Routing congestion:
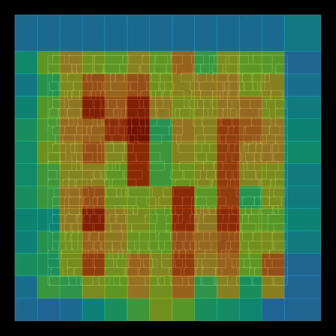
Cell area per tile:
Scale bar: 20 um. 9 x 9 tiles, from black (low) to pale yellow (high), 0 to 100% covered.
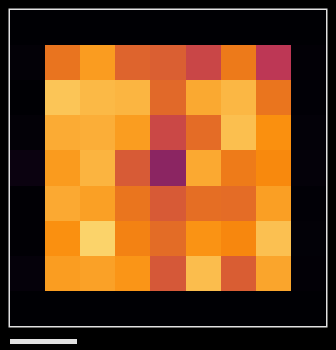
Placement by cell class:
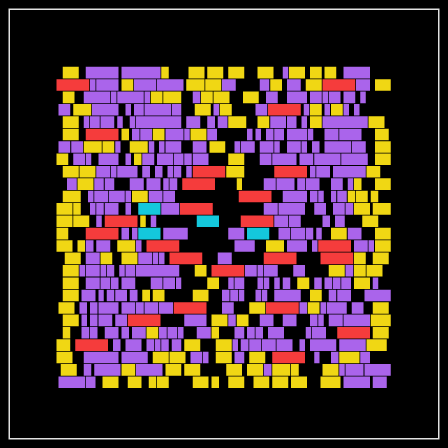
[src/rtl/pc_array.sv]
// Bank of NUM_SM independent program counters with per-channel wrap window, wrap pulse and restart.
// Optional per-channel call/return stack is compiled in with macro PC_CALLSTACK_EN.
module pc_array #(
  parameter int NUM_SM      = 4,
  parameter int ADDR_W      = 5
`ifdef PC_CALLSTACK_EN
  ,
  parameter int STACK_DEPTH = 2
`endif
) (
  input  logic                       clk,
  input  logic                       reset,
  input  logic [NUM_SM-1:0]          penable,
  input  logic [NUM_SM-1:0]          stalled,
  input  logic [NUM_SM-1:0]          imm,
  input  logic [NUM_SM-1:0]          jmp,
  input  logic [NUM_SM-1:0]          restart,
  input  logic [NUM_SM*ADDR_W-1:0]   din,
  input  logic [NUM_SM*ADDR_W-1:0]   wrap_target,
  input  logic [NUM_SM*ADDR_W-1:0]   pend,
  output logic [NUM_SM*ADDR_W-1:0]   dout,
  output logic [NUM_SM-1:0]          wrapped
`ifdef PC_CALLSTACK_EN
  ,
  input  logic [NUM_SM-1:0]          call,
  input  logic [NUM_SM-1:0]          ret,
  output logic [NUM_SM-1:0]          stk_err
`endif
);

`ifdef PC_CALLSTACK_EN
  localparam int SPW = $clog2(STACK_DEPTH + 1);
`endif

  for (genvar ch = 0; ch < NUM_SM; ch++) begin : g_ch
    logic [ADDR_W-1:0] r_index;
    logic              r_wrapped;
    logic [ADDR_W-1:0] w_din;
    logic [ADDR_W-1:0] w_wt;
    logic [ADDR_W-1:0] w_pend;
    logic [ADDR_W-1:0] w_seq;
    logic [ADDR_W-1:0] w_next;
    logic              w_adv;
    logic              w_at_end;
    logic              w_plain;

    assign w_din    = din[ch*ADDR_W +: ADDR_W];
    assign w_wt     = wrap_target[ch*ADDR_W +: ADDR_W];
    assign w_pend   = pend[ch*ADDR_W +: ADDR_W];
    assign w_adv    = (penable[ch] & ~stalled[ch]) | imm[ch];
    assign w_at_end = (r_index == w_pend);
    // Increment rolls all-ones over to zero naturally through truncation.
    assign w_seq    = w_at_end ? w_wt : r_index + 1'b1;

`ifdef PC_CALLSTACK_EN
    logic [ADDR_W-1:0] r_stack [STACK_DEPTH];
    logic [SPW-1:0]    r_sp;
    logic              r_err;
    logic [ADDR_W-1:0] w_top;
    logic              w_empty;
    logic              w_full;
    logic              w_do_ret;
    logic              w_do_call;

    assign w_empty   = (r_sp == '0);
    assign w_full    = (r_sp == SPW'(STACK_DEPTH));
    assign w_do_ret  = w_adv & ret[ch];
    assign w_do_call = w_adv & call[ch] & ~ret[ch];
    assign w_plain   = w_adv & ~ret[ch] & ~call[ch] & ~jmp[ch];

    // A pop on an empty stack falls back to the sequential address.
    always_comb begin
      w_top = w_seq;
      for (int i = 0; i < STACK_DEPTH; i++) begin
        if (SPW'(i + 1) == r_sp) w_top = r_stack[i];
      end
    end

    always_comb begin
      w_next = r_index;
      if (w_do_ret)                          w_next = w_top;
      else if (w_do_call || (w_adv && jmp[ch])) w_next = w_din;
      else if (w_adv)                        w_next = w_seq;
    end

    always_ff @(posedge clk) begin
      if (reset) begin
        r_sp  <= '0;
        r_err <= 1'b0;
      end else if (restart[ch]) begin
        r_sp  <= '0;
      end else if (w_do_ret) begin
        if (w_empty) r_err <= 1'b1;
        else         r_sp  <= r_sp - 1'b1;
      end else if (w_do_call) begin
        if (w_full) begin
          r_err <= 1'b1;
        end else begin
          for (int i = 0; i < STACK_DEPTH; i++) begin
            if (SPW'(i) == r_sp) r_stack[i] <= w_seq;
          end
          r_sp <= r_sp + 1'b1;
        end
      end
    end

    assign stk_err[ch] = r_err;
`else
    assign w_plain = w_adv & ~jmp[ch];

    always_comb begin
      w_next = r_index;
      if (w_adv) w_next = jmp[ch] ? w_din : w_seq;
    end
`endif

    always_ff @(posedge clk) begin
      if (reset) begin
        r_index   <= '0;
        r_wrapped <= 1'b0;
      end else if (restart[ch]) begin
        r_index   <= w_wt;
        r_wrapped <= 1'b0;
      end else begin
        r_index   <= w_next;
        r_wrapped <= w_plain & w_at_end;
      end
    end

    assign dout[ch*ADDR_W +: ADDR_W] = w_next;
    assign wrapped[ch]               = r_wrapped;
  end

endmodule

[config.mk]
export PLATFORM = sky130hd
export DESIGN_NAME = pc_array
export DESIGN_NICKNAME = d
export VERILOG_FILES = /design/src/rtl/pc_array.sv
export SDC_FILE = /design/constraint.sdc
export NUM_CORES = 1
export LEC_CHECK = 0
export CORE_MARGIN = 10
export CORE_UTILIZATION = 45
export CTS_CLUSTER_DIAMETER = 30
export DETAILED_ROUTE_END_ITERATION = 16
export GPL_TIMING_DRIVEN = 0
export HOLD_SLACK_MARGIN = 0.02
export PLACE_DENSITY_LB_ADDON = 0.25
export SETUP_SLACK_MARGIN = 0.3
export SLEW_MARGIN = 15
export SYNTH_ARGS = -nofsm -noshare
export SYNTH_HDL_FRONTEND = slang
export SYNTH_SLANG_ARGS = --single-unit
[constraint.sdc]
create_clock -name clk -period 3.2 [get_ports clk]
set_input_delay 0.64 -clock clk [delete_from_list [all_inputs] [get_ports clk]]
set_output_delay 0.64 -clock clk [all_outputs]
set_load 0.03 [all_outputs]
==> notes.md <==
Implementation results.

The run finished with clean final reports. The initial antenna violation count is 0. The cell-mix breakdown from Yosys lists the compound-gate area share as 31.8%. The count of buffering cells on the critical path with inverters included is 2. In this run the maximum-capacitance check reported violations numbering 0.

The combinational cell power is approximately 0.63 mW. For the worst setup path, the data required time is 2.56 ns. The antenna cell count is 0. In the final layout, the registers with the most flip-flops are g_ch.r_index (20), g_ch.r_wrapped (4).

The die boundary width is 94.0 um. The delay contributed by the slowest stage of the critical path is 0.42 ns. The TritonCTS buffer count is 3. The layout has 4 clock buffers. STA classifies the critical path startpoint as an input pin. The count of fill cells added during filler insertion is 392. The end point of the critical path is dout[13].

The portion of synthesized area spent on multiplexers is 3.10%. The highest net fanout along the worst path is 5. The count of buffers inserted at the top-level ports is around 110. The well-tap cell count is about 70. The number of H-tree levels is 1.

The number of cells on the worst reg-to-reg path is 9. The met2 usage in global routing is 34.3%. The synthesized instance count is 320. The hold-critical path endpoint is g_ch[1].r_index[2]. The wire length reported by the detailed router is between 8000 and 9000 um. Of all flip-flops after synthesis, the portion carrying an async set or reset was 0%. Across the routed clock network, the largest skew measured is 0.00150 ns. The total of hold buffers inserted after clock tree synthesis is 0.

The stage logs contain a warning count of 27. STA lists the startpoint of the worst hold path as g_ch[1].r_index[2]. The amount of wire on met3 after detailed routing is 579 um.

Wire segments on met2 add up to between 4000 and 5000 um in the final route. In the setup report, the worst path falls into the class in2out. The final power report lists total power as between 1 and 1.5 mW. In this run, the combinational gates consume 52.2% of the power.

By instance count after routing, the leading logic cell types are 67 x sky130_fd_sc_hd__clkdlybuf4s50_1, 28 x sky130_fd_sc_hd__nand2_1, 27 x sky130_fd_sc_hd__nor2_1, 27 x sky130_fd_sc_hd__buf_4, 24 x sky130_fd_sc_hd__dfxtp_1. The synthesized design contains 0 enable-type register cells. The mapped netlist covers 2460 um^2. The final layout report lists a non-clock buffer count of 135. The placed instance count is 495. The height of the chip is around 94 um.

The final number of setup-violating endpoints is 0. The effective utilization at floorplan is 47.3%. The power share of the clock group is 17.9%. The report gives the cell count of the worst hold path as 2.

The via count of the first global-routing pass is 3023. 106 I/O pins were placed. The routed layout reports a DRC error count of 0. Summed over all cells, the static leakage comes to 1.69 nW. The number of detailed-routing iterations run before antenna repair is 4. The biggest cell category by area in the final layout is logic gates.
Notes on 'routing congestion' above:
GRT Max-Usage Layer: met2
total global routing track utilization: 19.1%
met1 capacity usage during global routing: 22.9%
per-cell routed wire length: 17.4 um
final core occ: 76.8%

Notes on 'cell area per tile' above:
mean over tiles = 44%
fullest tile = 91%
nearly empty tiles = 38%
tiles over 75% full = 32%

Notes on 'placement by cell class' above:
clock drivers and dummy loads -> cyan  # cells 4, share of their area 1.4%
remaining logic cells -> purple  # cells 281, share of their area 55%
remaining buffers and delay cells -> yellow  # cells 135, share of their area 31%
registers -> red  # cells 24, share of their area 12%

Power figures rest on the tool's default switching activity, not on a simulated workload.
